===== config.mk =====
export PLATFORM = sky130hd
export DESIGN_NAME = instr_fetch_decode
export DESIGN_NICKNAME = d
export VERILOG_FILES = /design/src/rtl/instr_fetch_decode.sv
export SDC_FILE = /design/constraint.sdc
export NUM_CORES = 1
export LEC_CHECK = 0
export CAP_MARGIN = 5
export CORE_MARGIN = 2
export CORE_UTILIZATION = 40
export DETAILED_ROUTE_END_ITERATION = 7
export GPL_TIMING_DRIVEN = 0
export PLACE_DENSITY = 0.79
export SLEW_MARGIN = 20
export SYNTH_ARGS = -nofsm -noshare
export SYNTH_HDL_FRONTEND = slang
export SYNTH_SLANG_ARGS = --single-unit
export TNS_END_PERCENT = 20

===== constraint.sdc =====
create_clock -name clock -period 2 [get_ports clock]
set_input_delay 0.3 -clock clock [delete_from_list [all_inputs] [get_ports clock]]
set_output_delay 0.3 -clock clock [all_outputs]
set_load 0.01 [all_outputs]

===== src/rtl/instr_fetch_decode.sv =====
// R-type RV32I fetch/decode front end for the register-file/ALU datapath.
// Control fields are registered into ISSUE and held through EXEC for the datapath's live read ports.
module instr_fetch_decode #(
   parameter logic [31:0] RESET_PC = 32'h0000_0000,
   parameter int unsigned CNT_W    = 16
) (
   input  logic             clock,
   input  logic             reset,
   input  logic             start,
   output logic             imem_req,
   output logic [31:0]      imem_addr,
   input  logic             imem_ack,
   input  logic [31:0]      imem_rdata,
   output logic [4:0]       read_reg_num1,
   output logic [4:0]       read_reg_num2,
   output logic [4:0]       write_reg,
   output logic [3:0]       alu_control,
   output logic             regwrite,
   output logic [31:0]      pc,
   output logic             busy,
   output logic             halted,
   output logic             illegal,
   output logic [CNT_W-1:0] retired
);

   typedef enum logic [2:0] {
      S_IDLE,
      S_FETCH,
      S_ISSUE,
      S_EXEC,
      S_HALT
   } state_t;

   state_t           r_state;
   state_t           w_next;
   logic [31:0]      r_pc;
   logic [4:0]       r_rs1;
   logic [4:0]       r_rs2;
   logic [4:0]       r_rd;
   logic [3:0]       r_alu;
   logic             r_regwrite;
   logic             r_illegal;
   logic [CNT_W-1:0] r_retired;

   logic [6:0]       w_opcode;
   logic [2:0]       w_funct3;
   logic [6:0]       w_funct7;
   logic             w_supported;
   logic [3:0]       w_alu;
   logic             w_ecall;
   logic             w_req;
   logic             w_busy;
   logic             w_halted;

   assign w_opcode = imem_rdata[6:0];
   assign w_funct3 = imem_rdata[14:12];
   assign w_funct7 = imem_rdata[31:25];
   assign w_ecall  = (imem_rdata == 32'h0000_0073);

   always_comb begin
      w_supported = 1'b0;
      w_alu       = '0;
      if (w_opcode == 7'b0110011) begin
         if (w_funct7 == 7'b0000000) begin
            w_supported = 1'b1;
            case (w_funct3)
               3'b000:  w_alu = 4'b0010;
               3'b001:  w_alu = 4'b0011;
               3'b010:  w_alu = 4'b1000;
               3'b011:  w_alu = 4'b1001;
               3'b100:  w_alu = 4'b0110;
               3'b101:  w_alu = 4'b0101;
               3'b110:  w_alu = 4'b0001;
               default: w_alu = 4'b0000;
            endcase
         end else if (w_funct7 == 7'b0100000) begin
            if (w_funct3 == 3'b000) begin
               w_supported = 1'b1;
               w_alu       = 4'b0100;
            end else if (w_funct3 == 3'b101) begin
               w_supported = 1'b1;
               w_alu       = 4'b0111;
            end
         end
      end
   end

   always_ff @(posedge clock or posedge reset) begin
      if (reset) r_state <= S_IDLE;
      else       r_state <= w_next;
   end

   always_comb begin
      w_next   = r_state;
      w_req    = 1'b0;
      w_busy   = 1'b0;
      w_halted = 1'b0;
      case (r_state)
         S_IDLE:  if (start) w_next = S_FETCH;
         S_FETCH: begin
            w_req  = 1'b1;
            w_busy = 1'b1;
            if (imem_ack) w_next = w_supported ? S_ISSUE : S_HALT;
         end
         S_ISSUE: begin
            w_busy = 1'b1;
            w_next = S_EXEC;
         end
         S_EXEC: begin
            w_busy = 1'b1;
            w_next = S_FETCH;
         end
         S_HALT:  w_halted = 1'b1;
         default: w_next = S_IDLE;
      endcase
   end

   // Fields load on the ack so they are already valid during ISSUE; ISSUE clears regwrite/alu for EXEC.
   always_ff @(posedge clock or posedge reset) begin
      if (reset) begin
         r_pc       <= RESET_PC;
         r_rs1      <= '0;
         r_rs2      <= '0;
         r_rd       <= '0;
         r_alu      <= '0;
         r_regwrite <= 1'b0;
         r_illegal  <= 1'b0;
         r_retired  <= '0;
      end else begin
         case (r_state)
            S_FETCH: begin
               if (imem_ack) begin
                  if (w_supported) begin
                     r_rs1      <= imem_rdata[19:15];
                     r_rs2      <= imem_rdata[24:20];
                     r_rd       <= imem_rdata[11:7];
                     r_alu      <= w_alu;
                     r_regwrite <= (imem_rdata[11:7] != 5'd0);
                  end else begin
                     r_illegal  <= !w_ecall;
                  end
               end
            end
            S_ISSUE: begin
               r_pc       <= r_pc + 32'd4;
               r_regwrite <= 1'b0;
               r_alu      <= '0;
               if (r_retired != '1) r_retired <= r_retired + CNT_W'(1);
            end
            default: ;
         endcase
      end
   end

   assign imem_req      = w_req;
   assign imem_addr     = r_pc;
   assign pc            = r_pc;
   assign read_reg_num1 = r_rs1;
   assign read_reg_num2 = r_rs2;
   assign write_reg     = r_rd;
   assign alu_control   = r_alu;
   assign regwrite      = r_regwrite;
   assign busy          = w_busy;
   assign halted        = w_halted;
   assign illegal       = r_illegal;
   assign retired       = r_retired;

endmodule


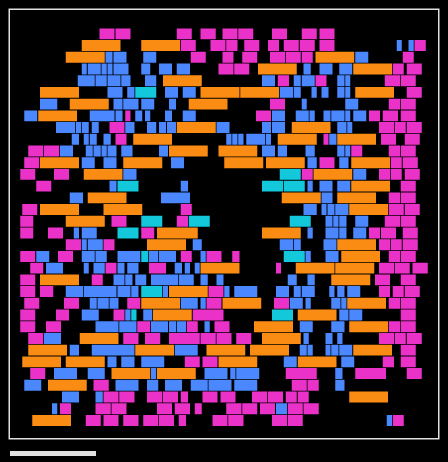
(images/class_map.png)
Scale bar: 20 um.
Key: cyan = clock drivers and dummy loads [cells 14, share of their area 3.3%]; orange = registers [cells 70, share of their area 33%]; magenta = remaining buffers and delay cells [cells 187, share of their area 33%]; blue = remaining logic cells [cells 226, share of their area 31%]

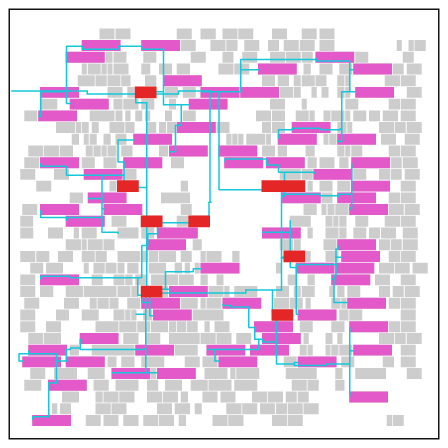
(images/clock_wires.png)
Key: red = clock-net drivers [count 9]; magenta = flip-flops [count 70]; cyan = clock wires [length 897 um]
There are 10 routed clock nets. Position of the flops: widely spread.

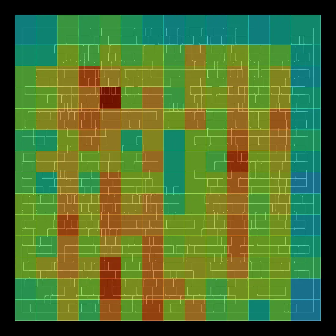
(images/congestion_map.png)
met1 Track Usage GR: 0.228
most congested layer reported by global routing: met2

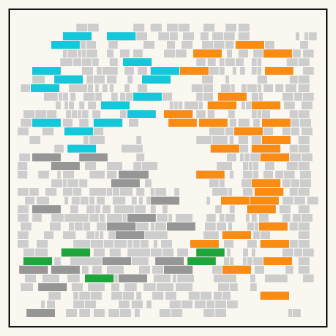
(images/ff_map.png)
Other sequential cells in the stronger gray, the rest of the logic in the fainter gray.
Key: orange = `imem_addr` [flops 30]; green = `read_reg_num1` [flops 5]; cyan = `retired` [flops 16]

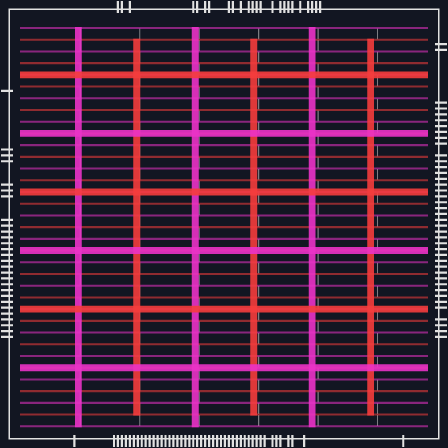
(images/floorplan.png)
Pins as bars on the die edge. Tap cells in gray.
Key: magenta = VSS; red = VDD
6 straps on met4. 35 met1 rails follow the rows. 6 straps on met5. 140 signal pins sit on the boundary. The core has 34 rows.

==> CHANGELOG.md <==
### Implementation results

* Sequential cell area in the final layout at ~1800 um^2
* Area occupied by multi-input gates at about 1600 um^2
* Count of nets after finishing at around 530
* Static leakage at ~2.5 nW
* Total core area at ~8800 um^2
* Highest layer used for signal routing: met4
* H-tree depth at 3
* Ratio of final minimum period to clock period at 1.00
* Met1 routed wirelength after detailed routing at 3790 um
* Placer's final routability congestion estimate at 0.842
* Number of warning messages in the yosys log at 0
* Hold path cells at 2
* Area figure in the yosys stat output at 3640 um^2
* Count of buffers not belonging to the clock network in the layout at 187
* Total gr overflow at 0
* Area grow syn2layout at 50.8%
* Reg2Reg Depth at 6
* Worst setup path startpoint: imem_rdata[2]
* Clock root buffer: sky130_fd_sc_hd__clkbuf_8
* Number of warnings in the stage logs at 28
* Unrepaired setup endpoints after global routing: yes
* Tap cell count at between 100 and 150
* Clock tree from TritonCTS: yes
* Flops at roughly 70
* Antenna violations before repair at 0
* Initial Util at 0.415
* Most prevalent standard cell on the critical path: sky130_fd_sc_hd__or4_4
* Relative max-transition margin at 0.653
* Power consumption at 0.00282 W
* Violated checks: negative setup slack
* Number of setup violations in the final report at 1
* Worst-path maximum fanout at 2
* Final core occ at 0.626
* Ao+oa area frac at 0.0440
* Maximum root-to-sink buffer count at 2
* Seq area share at 0.319
* Latest clock arrival within the worst-skew pair at between 300 and 400 ps
* Height of the die at around 99 um
* Commonest non-fill, non-tap cell in the layout: sky130_fd_sc_hd__clkdlybuf4s50_1
* Delay of the slowest cell on the worst path at 520 ps
* Netlist cell types at approximately 46
* Critical Path, Cell by Cell: clkdlybuf4s50_1 > nand4bb_4 > or4_4 > or4_4 > mux2_4
* Netlist Area Pre-Place at ~3600 um^2
* Internal cell power at approximately 0.0021 W
* # diodes at 0
* Horizontal die dimension at roughly 99 um
* Total wirelength of the detailed-routed design at between 9000 and 10000 um
* GR Util All Layers at 0.188
* Nonclk inv count at 15
* Post-detail-place hpwl at ~7000 um
* Number of vias after detailed routing at 3046
* Async S/R FF share, synth at 1.00
* Clock network fraction of design power at 0.365
* Total Die Area at roughly 9900 um^2
* Post-synth mux share at 0.0753
* Cell count after synthesis at 334
* Total length of routed met3 wires at between 400 and 500 um
* Critical path buffer and inverter count at 1
* Part of the total power dissipated in sequential elements at 0.517
* Wire length of the first global-routing pass at about 15000 um
* Origin of the critical flop-to-flop path: r_state[0]$_DFFE_PP0P_
* Syn avg cell area at 10.9 um^2
* Combinational family with the most area after synthesis: simple AND/OR/NAND/NOR gates
* Share of cells above drive strength 1 at 0.181
* Worst Setup Slack, final at -3.85 ps
* Kind of end point of the critical path: flip-flop
* Via count of the first global-routing pass at between 3000 and 4000
* Length of routed met2 wiring at 4640 um
* Number of enable flip-flop cells at 0
* Source of the worst hold timing path: imem_rdata[10]
* Commonest register cell after synthesis: sky130_fd_sc_hd__dfrtp_1
* Sequential area share after synthesis at 0.481
* Post-DR wirelength/cell at 14.9 um
* Clock-cell share of area at 0.0317
* Clock slew seen by the registers of the worst setup and hold paths at ~70 ps
* Crit path required time at 2220 ps
* Final count of hold timing violations at 0
* DRT iter0 DRCs at between 70 and 80
* Cell depth of the worst setup path at 5
* Switching share of power at 0.243
* Largest voltage drop on the vdd net at around 0.38 mV
* FILL cells at between 700 and 800
* Cell family contributing the most delay on the critical path: simple AND/OR/NAND/NOR gates
* CTS Buf Count at 9
* Final hold slack at approximately 200 ps
* Worst-path cell with the longest stage delay: sky130_fd_sc_hd__or4_4
* Critical path destination: illegal$_DFFE_PP0P_
* Yosys reg bits at 70
* XORs/XNORs by Area at 0.106
* Post-layout min period at approximately 2000 ps
* Top achievable clock speed at 499 MHz
* Status: finished with violations
* Clk_buf instances at 13
* Max reg flops at 30
* Number of clock sinks at ~70
* Multi-input logic portion of the cell area at 0.293
* Post-Synth Adder-Cell Area at 0.00688
* Switching power total at about 0.00069 W
* Worst Path Arrival at around 2200 ps
* Fraction of the mapped netlist area in simple logic gates at 0.190
* Worst Max-Slew Pin Slew at approximately 520 ps
* Share of power burned in combinational logic at 0.118
* Tally of nets with antenna violations remaining after routing at 0
* Most frequent cells in the layout: sky130_fd_sc_hd__clkdlybuf4s50_1, sky130_fd_sc_hd__dfrtp_1, sky130_fd_sc_hd__buf_4
* IO buf count at around 140
* Cell group occupying the most layout area: buffers
* DRC violations left at 0
* Rows at 34
* Largest net degree at the start of global routing at 34
* Element type at the critical path start: input port
* Reg-to-reg endpoint: alu_control[3]$_DFFE_PP0P_
* Skew final at approximately 12 ps
* Power density over cell area at around 500 nW/um^2
* Ports at 140
* Worst Setup Path Type: in2reg
* Minimum setup slack among reg-to-reg paths at ~90 ps
* Ratio of routed vias to standard cells at ~5
* Class of the tightest hold or removal check: in2reg
* Final-layout non-clock buffer area share at 0.320
* 1st-pass router iterations at 4
* Final Slew Violations at 0
* Number of maximum-capacitance constraint violations at 0
* Post-synthesis cell count from yosys at 334
* Multi-input logic cell count at roughly 210
## power groups by stage
stage,sequential [W],combinational (W),clock (W)
2_1_floorplan,0.00147,0.000148,0
3_3_place_gp,0.00148,0.000316,0
3_5_place_dp,0.00148,0.000334,0
4_1_cts,0.00146,0.000334,0.00105
5_1_grt,0.00146,0.000364,0.00112
6_report,0.00146,0.000332,0.00103
## synthesized netlist by cell type (all sizes together) (5+ instances only)
cell type	n	area, um^2
a21oi	5	25.0
xnor2	24	210
nand4	11	68.8
dfrtp	70	1750
xor2	20	175
and4	9	78.8
nor3	19	95.1
nor4	7	58.8
o211ai	5	37.5
mux2	19	244
inv	15	56.3
nand2	21	78.8
buf	36	272
nor2	9	33.8
o21ai	8	40.0
clkbuf	5	18.8
nand3	16	92.6
## routing by layer
layer	GRT usage	vias up
met3	0.0401	15
li1	-	1456
met4	0.0601	0
met5	0	-
met1	0.228	1484
met2	0.333	91
## per-stage QoR
step | cells | instance area (um^2) | setup TNS [ps] | worst slack (ps)
2_1_floorplan | 337 | 3650 | -118 | -63.2
3_3_place_gp | 580 | 5140 | -11580 | -537
3_5_place_dp | 582 | 5180 | -13720 | -572
4_1_cts | 605 | 5470 | 0 | 6.75
5_1_grt | 605 | 5490 | -51.3 | -29.4
6_report | 605 | 5490 | -3.85 | -3.85
## repair_timing
| action | in CTS | in global routing |
|---|---|---|
| gates resized | 37 | 4 |
| setup endpoints to repair | 55 | 7 |
| endpoints found under the hold margin | 0 | 0 |
| hold buffers | 0 | 0 |
| setup buffers | 10 | 0 |
| pin swaps | 10 | 2 |
No activity file was given, so power comes from the tool's default toggle rates.
